===== src/rtl/conv_tap_mac.sv =====
// conv_tap_mac: convolution multiply-accumulate stage.
// Takes one tap index (i,j,r,c) per accepted beat (r,c innermost). It reads
// image[i+r][j+c] and weight[r][c] from external synchronous-read memories,
// multiplies them, accumulates KH*KW products, and presents one output pixel
// (i,j) per cell behind a valid/ready handshake.
// Ports:
//   clk, rst_n           clock, async active-low reset
//   idx_valid/idx_ready  tap handshake; i,j = output pixel, r,c = kernel tap
//   img_re/img_addr      image read port, img_data arrives one cycle later
//   w_re/w_addr          weight read port, w_data arrives one cycle later
//   out_valid/out_ready  output handshake; out_data tagged with out_i,out_j
//   frame_done           1-cycle pulse after the last pixel of a frame is taken
module conv_tap_mac #(
  parameter int IMG_H  = 4,
  parameter int IMG_W  = 4,
  parameter int KH     = 2,
  parameter int KW     = 2,
  parameter int DATA_W = 8,
  parameter int ACC_W  = 18
) (
  input  logic                     clk,
  input  logic                     rst_n,
  input  logic                     idx_valid,
  output logic                     idx_ready,
  input  logic [3:0]               i,
  input  logic [3:0]               j,
  input  logic [3:0]               r,
  input  logic [3:0]               c,
  output logic                     img_re,
  output logic [7:0]               img_addr,
  input  logic signed [DATA_W-1:0] img_data,
  output logic                     w_re,
  output logic [7:0]               w_addr,
  input  logic signed [DATA_W-1:0] w_data,
  output logic                     out_valid,
  input  logic                     out_ready,
  output logic signed [ACC_W-1:0]  out_data,
  output logic [3:0]               out_i,
  output logic [3:0]               out_j,
  output logic                     frame_done
);
  localparam int STAGES = 2;
  localparam logic [4:0] IMG_H5 = 5'(IMG_H);
  localparam logic [4:0] IMG_W5 = 5'(IMG_W);
  localparam logic [3:0] KH4    = 4'(KH);
  localparam logic [3:0] KW4    = 4'(KW);
  localparam logic [7:0] IMG_W8 = 8'(IMG_W);
  localparam logic [7:0] KW8    = 8'(KW);
  localparam logic [3:0] LAST_I = 4'(IMG_H - KH);
  localparam logic [3:0] LAST_J = 4'(IMG_W - KW);

  typedef struct packed {
    logic       pad;    // product must be forced to zero
    logic       first;
    logic       last;
    logic [3:0] i;
    logic [3:0] j;
  } s1_t;

  typedef struct packed {
    logic [2*DATA_W-1:0] prod;
    logic                first;
    logic                last;
    logic [3:0]          i;
    logic [3:0]          j;
  } s2_t;

  logic                       en, accept, kern_ok, img_ok;
  logic [4:0]                 row, col;
  logic [STAGES:0]            vld_pipe;
  logic [STAGES:1]            vld_q;
  s1_t                        s1_d, s1;
  s2_t                        s2;
  logic signed [2*DATA_W-1:0] mult;
  logic signed [ACC_W-1:0]    prod_ext, acc, acc_next;

  // The whole pipeline freezes only while a finished pixel is being refused.
  assign en        = ~(out_valid & ~out_ready);
  assign idx_ready = en & rst_n;
  assign accept    = idx_valid & idx_ready;
  assign vld_pipe  = {vld_q, accept};

  assign row     = {1'b0, i} + {1'b0, r};
  assign col     = {1'b0, j} + {1'b0, c};
  assign kern_ok = (r < KH4) && (c < KW4);
  assign img_ok  = (row < IMG_H5) && (col < IMG_W5);

  // Padding and out-of-kernel taps skip the image read; the stale img_data
  // they would see is masked by s1.pad below.
  assign img_re   = accept & img_ok & kern_ok;
  assign img_addr = img_ok ? ({3'b0, row} * IMG_W8 + {3'b0, col}) : 8'd0;
  assign w_re     = accept;
  assign w_addr   = {4'b0, r} * KW8 + {4'b0, c};

  assign s1_d.pad   = ~(img_ok & kern_ok);
  assign s1_d.first = kern_ok & (r == 4'd0) & (c == 4'd0);
  assign s1_d.last  = kern_ok & (r == KH4 - 4'd1) & (c == KW4 - 4'd1);
  assign s1_d.i     = i;
  assign s1_d.j     = j;

  assign mult     = img_data * w_data;
  assign prod_ext = ACC_W'($signed(s2.prod));
  assign acc_next = s2.first ? prod_ext : acc + prod_ext;  // wraps mod 2^ACC_W

  always_ff @(posedge clk or negedge rst_n) begin
    if (!rst_n) begin
      vld_q      <= '0;
      s1         <= '0;
      s2         <= '0;
      acc        <= '0;
      out_valid  <= 1'b0;
      out_data   <= '0;
      out_i      <= '0;
      out_j      <= '0;
      frame_done <= 1'b0;
    end else begin
      if (en) begin
        vld_q    <= vld_pipe[STAGES-1:0];
        s1       <= s1_d;
        s2.prod  <= s1.pad ? '0 : mult;
        s2.first <= s1.first;
        s2.last  <= s1.last;
        s2.i     <= s1.i;
        s2.j     <= s1.j;
        if (vld_pipe[STAGES]) acc <= acc_next;
      end
      // A new result may replace one being accepted on the same edge.
      if (en && vld_pipe[STAGES] && s2.last) begin
        out_valid <= 1'b1;
        out_data  <= acc_next;
        out_i     <= s2.i;
        out_j     <= s2.j;
      end else if (out_valid && out_ready) begin
        out_valid <= 1'b0;
      end
      frame_done <= out_valid & out_ready & (out_i == LAST_I) & (out_j == LAST_J);
    end
  end
endmodule


===== config.mk =====
export PLATFORM = sky130hd
export DESIGN_NAME = conv_tap_mac
export DESIGN_NICKNAME = d
export VERILOG_FILES = /design/src/rtl/conv_tap_mac.sv
export SDC_FILE = /design/constraint.sdc
export NUM_CORES = 1
export LEC_CHECK = 0
export ABC_AREA = 1
export ABC_CLOCK_PERIOD_IN_PS = 3000
export CAP_MARGIN = 20
export CORE_UTILIZATION = 58
export CTS_CLUSTER_SIZE = 12
export DETAILED_ROUTE_END_ITERATION = 10
export HOLD_SLACK_MARGIN = 0.08
export PLACE_DENSITY = 0.82
export SYNTH_ARGS = -nofsm -noshare
export SYNTH_HDL_FRONTEND = slang
export SYNTH_SLANG_ARGS = --single-unit

===== constraint.sdc =====
create_clock -name clk -period 3 [get_ports clk]
set_input_delay 0.45 -clock clk [delete_from_list [all_inputs] [get_ports clk]]
set_output_delay 0.45 -clock clk [all_outputs]
set_load 0.005 [all_outputs]

==> GITHUB_STEP_SUMMARY <==
## Synthesis and layout report

| Metric | Value |
|---|---|
| Clock share of power | `14.9%` |
| GR Util met2 | `55.4%` |
| Synth logic family | `adder cells` |
| Clock network area share | `2.70%` |
| Reg-to-reg setup timing slack | `0.74 ns` |
| Worst Setup SP | `w_data[7]` |
| Aoi share | `7.43%` |
| Chip area | `0.0137 mm²` |
| Hpwl dp | `14.2 mm` |
| Run status | `finished, violations left` |
| Largest net degree at the start of global routing | `49` |
| Share of cells above drive strength 1 | `23.1%` |
| DR top layer | `met4` |
| Log Warnings | `29` |
| Internal | `3.98 mW` |
| Adder Area Share | `25.5%` |
| Top area cell types | `dfrtp_1 (28%), nand2_1 (16%), fa_1 (16%)` |
| Flop area | `0.00213 mm²` |
| Final Non-Filler Cells | `1,360` |
| Crit path DAT | `4.23 ns` |
| Core Util at FP | `60.0%` |
| Synth flops | `85` |
| Multi-input gates | `693` |
| M1 GR Usage | `36.8%` |
| Core ar. | `0.0128 mm²` |
| IO Count | `83` |
| Crit-path slowest cell | `fa_1` |
| Critical path, cell by cell | `buf_8 > clkinvlp_4 > buf_6 > nor2_4 > fa_1 > fa_2 > fa_1 > inv_2 > fa_1 > inv_2 > ha_4 > nand2_4 > inv_1 > a21oi_2 > nand2_1 > a31oi_2 > nand2_1 > nand3_1 > nand2_1` |
| Overall Power | `7.17 mW` |
| Layout area overhead | `32.8%` |
| Simple-gate share of the synthesized area | `24.0%` |
| Comb pwr | `4.75 mW` |
| Final setup margin | `-0.988 ns` |
| Clock buffer cells | `10` |
| Antenna violations before repair | `0` |
| Post-CTS Setup Inserts | `13` |
| Ys flop type | `dfrtp_1` |
| Filler cells | `825` |
| Design Area, Final | `0.0102 mm²` |
| Failing checks | `setup timing` |
| Synthesized area | `0.00766 mm²` |
| Post-DRT Antenna Nets | `0` |
| GR met3 Demand/Resource | `4.58%` |
| Critical Path Start Type | `primary input` |
| Syn_area_per_cell | `7.40 µm²` |
| Worst R2R Start | `acc[0]$_DFFE_PN0P_` |
| Worst-path clk slew | `0.07 ns` |
| CTS tree | `done` |
| Registers | `85` |
| Synth mux share | `0%` |
| Nets | `1,339` |
| Most common cell in the netlist | `nand2_1` |
| Endpoint class of the critical path | `flip-flop` |
| Synthesis area per yosys | `0.00766 mm²` |
| Final setup fails | `10` |
| WS Path Type | `in -> reg` |
| Slew headroom | `45.4%` |
| Die width | `117 µm` |
| Seq/Total Area, Yosys | `27.8%` |
| Total GRT Usage | `30.6%` |
| Fmax | `251 MHz` |
| Drt via density | `5.43` |
| Post-route DRC | `0` |
| Placed Instance Area | `0.00917 mm²` |
| Pins Over Slew Limit | `0` |
| Most Used Layer, Global Route | `met2` |
| Place WS | `-1.67 ns` |
| Fin util | `79.7%` |
| Met2 WL post-DR | `11.7 mm` |
| Skew final | `0.0118 ns` |
| Maxcap violations | `0` |
| GPL Wtd Cong | `0.892` |
| Row count | `41` |
| Worst hold margin | `0.187 ns` |
| Asr flop ratio synth | `100%` |
| First-pass GRT wire length | `32.2 mm` |
| RSZ-0062 raised after global routing | `true` |
| Overflow after GRT | `0` |
| Clk sinks | `85` |
| Hold buffer count at cts | `0` |
| Combinational share of power | `66.2%` |
| Final WL | `22.8 mm` |
| Cts repair resizes | `195` |
| Instance count of the mapped netlist | `1,035` |
| Routed WL per cell | `16.8 µm` |
| Crit path buf inv count | `6` |
| Highest-power group | `combinational logic` |
| H-tree depth | `3` |
cells in the final DEF, fill, tap and decap left out, types with 4 or more instances in the layout:
cell type / n
o21ai_1: 11
o21ai_0: 46
nand2_1: 303
dlygate4sd2_1: 11
buf_6: 36
nand4_1: 5
dfrtp_1: 85
ha_1: 37
conb_1: 4
inv_1: 181
nor2_4: 7
clkdlybuf4s50_1: 42
o22ai_1: 7
a21oi_2: 5
ha_4: 20
nand3_2: 5
nor2_1: 27
clkbuf_16: 9
xnor2_1: 5
fa_1: 50
nand3_1: 40
fa_2: 10
nor2_2: 6
buf_4: 70
buf_2: 4
inv_4: 4
xor2_1: 6
nand2_2: 24
nand2_4: 6
a21oi_1: 25
inv_2: 37
dlymetal6s2s_1: 6
==> images/m1.png <==
Bar = 20 µm. Supply wires on this layer in grey.
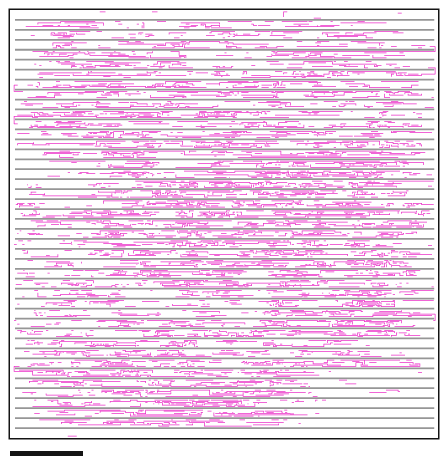
- share of all routed wire: 38%
- wire length on this layer: 8,640 µm
- nets with wire on the layer: 1,242
- main direction: horizontal
- longest straight run: 43.7 µm

==> images/gates.png <==
Bar = 20 µm.
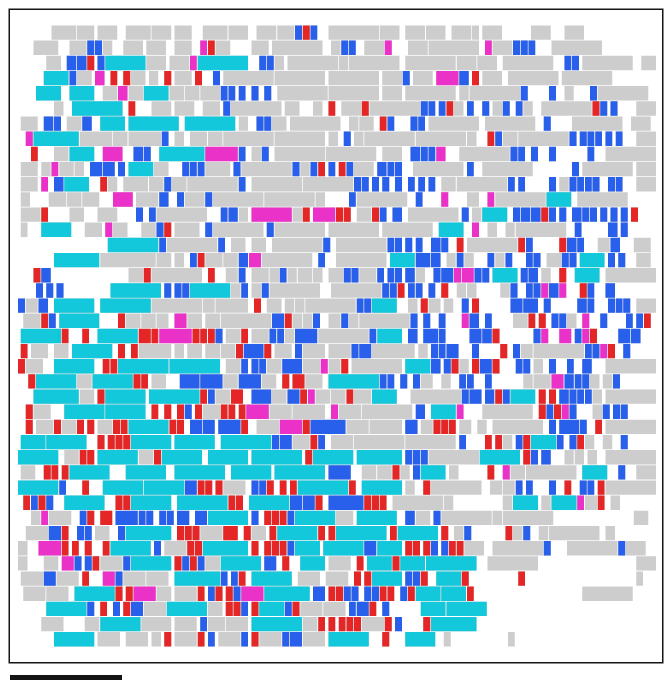
- fa/ha/maj cells: cyan (cells 120; most used fa_1)
- inv cells: red (cells 223; most used inv_1)
- nand cells: blue (cells 388; most used nand2_1; where all over the die)
- nor cells: magenta (cells 49; most used nor2_1; where all over the die)
logic share of the area: 50.5%
Top cell excl fill/tap: nand2_1

==> images/m3.png <==
Bar = 20 µm.
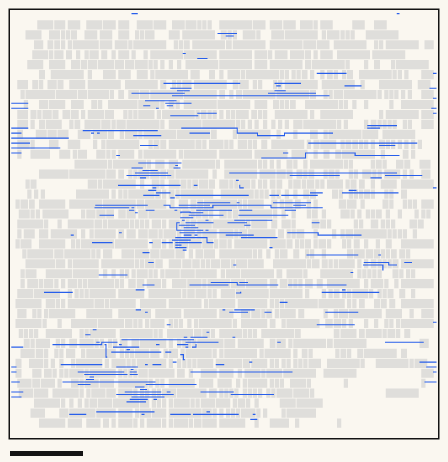
- main direction: horizontal
- nets with wire on the layer: 160
- longest straight run: 45.5 µm
- wire length on this layer: 1,390 µm

No activity file was given, so power comes from the tool's default toggle rates.
